==> config.mk <==
export PLATFORM = sky130hd
export DESIGN_NAME = button_debounce
export DESIGN_NICKNAME = d
export VERILOG_FILES = /design/src/rtl/button_debounce.sv
export SDC_FILE = /design/constraint.sdc
export NUM_CORES = 1
export LEC_CHECK = 0
export CAP_MARGIN = 25
export CORE_ASPECT_RATIO = 0.8
export CORE_MARGIN = 5
export CORE_UTILIZATION = 25
export CTS_BUF_LIST = sky130_fd_sc_hd__clkbuf_4
export CTS_CLUSTER_SIZE = 20
export DETAILED_ROUTE_END_ITERATION = 8
export GPL_ROUTABILITY_DRIVEN = 0
export GPL_TIMING_DRIVEN = 0
export PLACE_DENSITY_LB_ADDON = 0.08
export SLEW_MARGIN = 20
export SYNTH_ARGS = -nofsm -noshare
export SYNTH_HDL_FRONTEND = slang
export SYNTH_HIERARCHICAL = 1
export SYNTH_SLANG_ARGS = --single-unit
==> constraint.sdc <==
create_clock -name clk -period 2 [get_ports clk]
set_input_delay 0.4 -clock clk [delete_from_list [all_inputs] [get_ports clk]]
set_output_delay 0.4 -clock clk [all_outputs]
set_load 0.01 [all_outputs]
**M1 wires**

Bar = 50 um. Supply wires on this layer in gray.
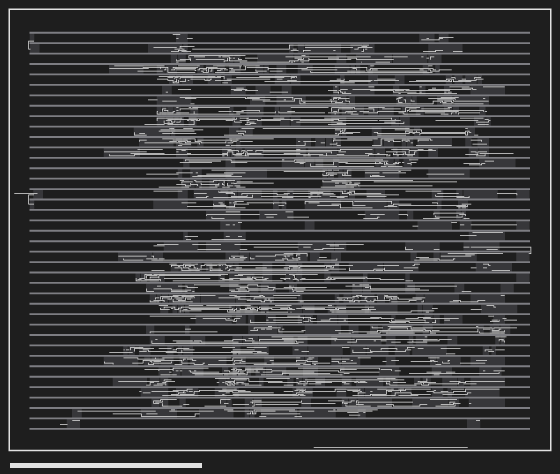
longest straight run = 40.0 um
nets with wire on the layer = 435
share of all routed wire = 54%
DRT Wirelength: 11.1 mm
routing usage on met1: 22.1%
Via Count: 3362

**Cells by drive strength**

Bar = 50 um.
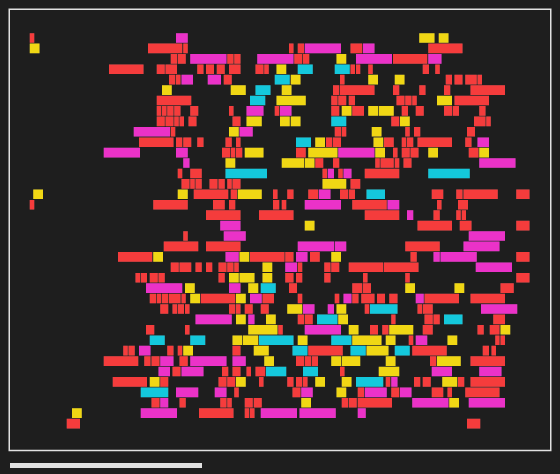
x3 and x4 -> yellow  # cells 83, most used buf_4
x2 -> magenta  # cells 70, most used dfrtp_2
x6 and larger -> cyan  # cells 25, most used buf_6
x1 and smaller -> red  # cells 286, most used dfrtp_1
Non-CTS buffers: 88
final setup margin: -0.109 ns
Area Overhead vs Synth: 38.9%
fin area: 4760 sq um

**Met2 routing**

Bar = 50 um.
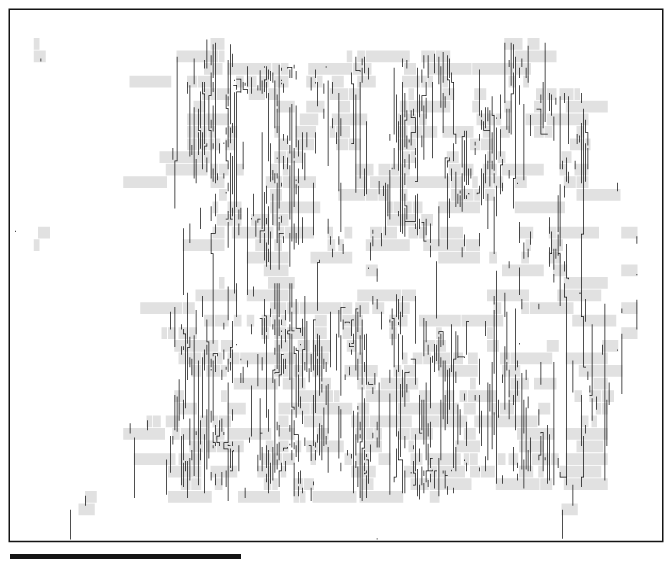
nets with wire on the layer = 377
longest straight run = 45.9 um
GRT met2 Usage: 17.8%

**Routing congestion**

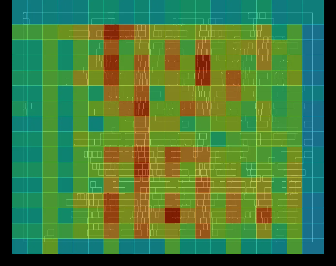
wire per inst: 17.2 um
met3 GRT Util: 3.99%
Top Usage Layer GRT: met1

**Close-up of the layout**

Bar = 10 um. Window x 50 to 90, y 14 to 54 um. Cells in gray, sequential cells in the stronger gray; small squares are vias.
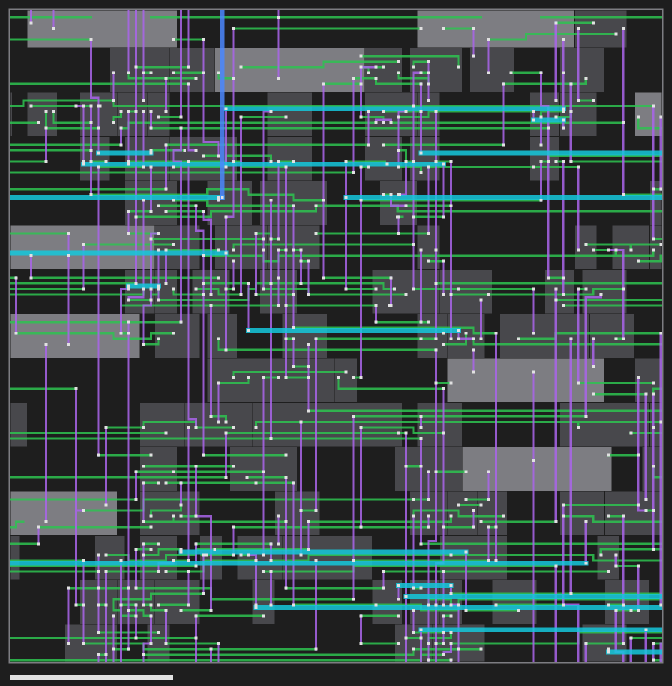
M1 -> green
M3 -> cyan
M4 -> blue
M2 -> purple
cells with their middle in the window = 95
sequential cells in the window = 8
most frequent = buf_4 (19), nand3_1 (7), a21oi_2 (6)

==> reports/metrics.cfg <==
[outcome]
outcome = finished, violations left
violations = negative setup slack

[synthesis]
synth-main-ff-cell = dfrtp_1
yosysCellCount = 384
ys_seq_share_pct = 45.5

[finish]
nFillCells = 1394
nNetsFinal = 465

[global_route]
overflow = 0

[worst_hold_path]
hp-class = register to register

[clocking]
numClockSinks = 62
cts-root-buf = clkbuf_4

[sta]
hold-worst-slack_ns = 0.363
finalClockPeriodUsage_pct = 105
setup_violations = 31
tns_ns = -1.14
layout_setup_ws_ns = -0.109

[floorplan]
pin_count = 10
dieWidth_um = 141
fp.coreArea_sq_um = 13500

[routing]
highest_layer = met4
wl_met1_mm = 5.95
wl_met2_mm = 4.40

[setup_path]
crit_fanout = 5
critical_path.startpoint_type = register

[place]
io_buffers = 7
place_inst = 572

[job]
warnings = 28

==> power breakdown <==
part	internal, mW	total (mW)	leakage (nW)	switching, mW
clock	0.508	0.981	0.0829	0.473
sequential	1.34	1.43	0.805	0.0893
combinational	0.536	1.24	0.994	0.706
total	2.38	3.65	1.88	1.27
==> synth_stat cells, types with 4 or more instances <==
cell type | instances | area (sq um)
a21oi_1 | 22 | 110
a31oi_1 | 30 | 188
dfstp_2 | 6 | 158
o21ai_0 | 32 | 160
nor2_1 | 20 | 75.1
dfrtp_1 | 56 | 1400
nand4_1 | 6 | 37.5
a21o_1 | 6 | 45.0
a41oi_1 | 6 | 52.6
and3_1 | 12 | 75.1
nand2_1 | 40 | 150
nand3_1 | 42 | 210
o21a_1 | 4 | 30.0
or3_1 | 12 | 75.1
xnor2_1 | 4 | 35.0
nor3_1 | 6 | 30.0
buf_2 | 8 | 40.0
nor4_1 | 4 | 25.0
nor4_4 | 4 | 85.1
inv_1 | 10 | 37.5
clkbuf_1 | 10 | 37.5
or4_1 | 6 | 45.0
==> routing by layer <==
metal / vias to the layer above / GRT usage (%)
met4: 0 / 3.49
met5: - / 0
met2: 101 / 17.8
met3: 13 / 3.99
li1: 1593 / -
met1: 1655 / 22.1
==> per-stage QoR <==
stage	power, mW	area (sq um)
global placement	2.17	3720
finish	3.65	4760
detailed placement	2.19	3740
floorplan	1.90	3430
CTS	3.47	4340
global route	3.86	4760
==> final cells by class <==
type | instances | area [sq um] | share of cell area [%]
Clock buffer | 10 | 75.1 | 1.58
Clock inverter | 6 | 76.3 | 1.60
Sequential cell | 62 | 1580 | 33.2
Timing Repair Buffer | 66 | 604 | 12.7
Multi-Input combinational cell | 288 | 1970 | 41.3
Buffer | 22 | 194 | 4.07
Tap cell | 180 | 225 | 4.73
Inverter | 10 | 37.5 | 0.788
==> what timing repair did <==
action | in CTS | in global routing
pin swaps | 22 | 30
cloned | 5 | 1
buffers inserted | 24 | 28
endpoints found under the setup margin | 54 | 54
endpoints found under the hold margin | 19 | 0
hold buffers | 1 | 0
gates resized | 82 | 59
==> cells by family (layout without fill, tap and decap cells) <==
family / Yosys count / after routing / synth area share, %
and+or+nand+nor: 166 / 166 / 27.2
AOI/OAI and AO/OA: 114 / 114 / 20.7
DFF: 62 / 62 / 45.5
buffers and inverters: 34 / 114 / 4.74
xor gates and xnor gates: 4 / 4 / 1.02
adders and majority gates: 2 / 2 / 0.730
other: 2 / 2 / 0.219
==> worst max-delay path, stage by stage (launching register included) <==
cell and delay, ns:
dfrtp_1 0.44, or4_4 0.58, nor4_4 0.33, a21oi_4 0.12, buf_6 0.16, a32o_1 0.22, a21o_1 0.16
Power figures rest on the tool's default switching activity, not on a simulated workload.
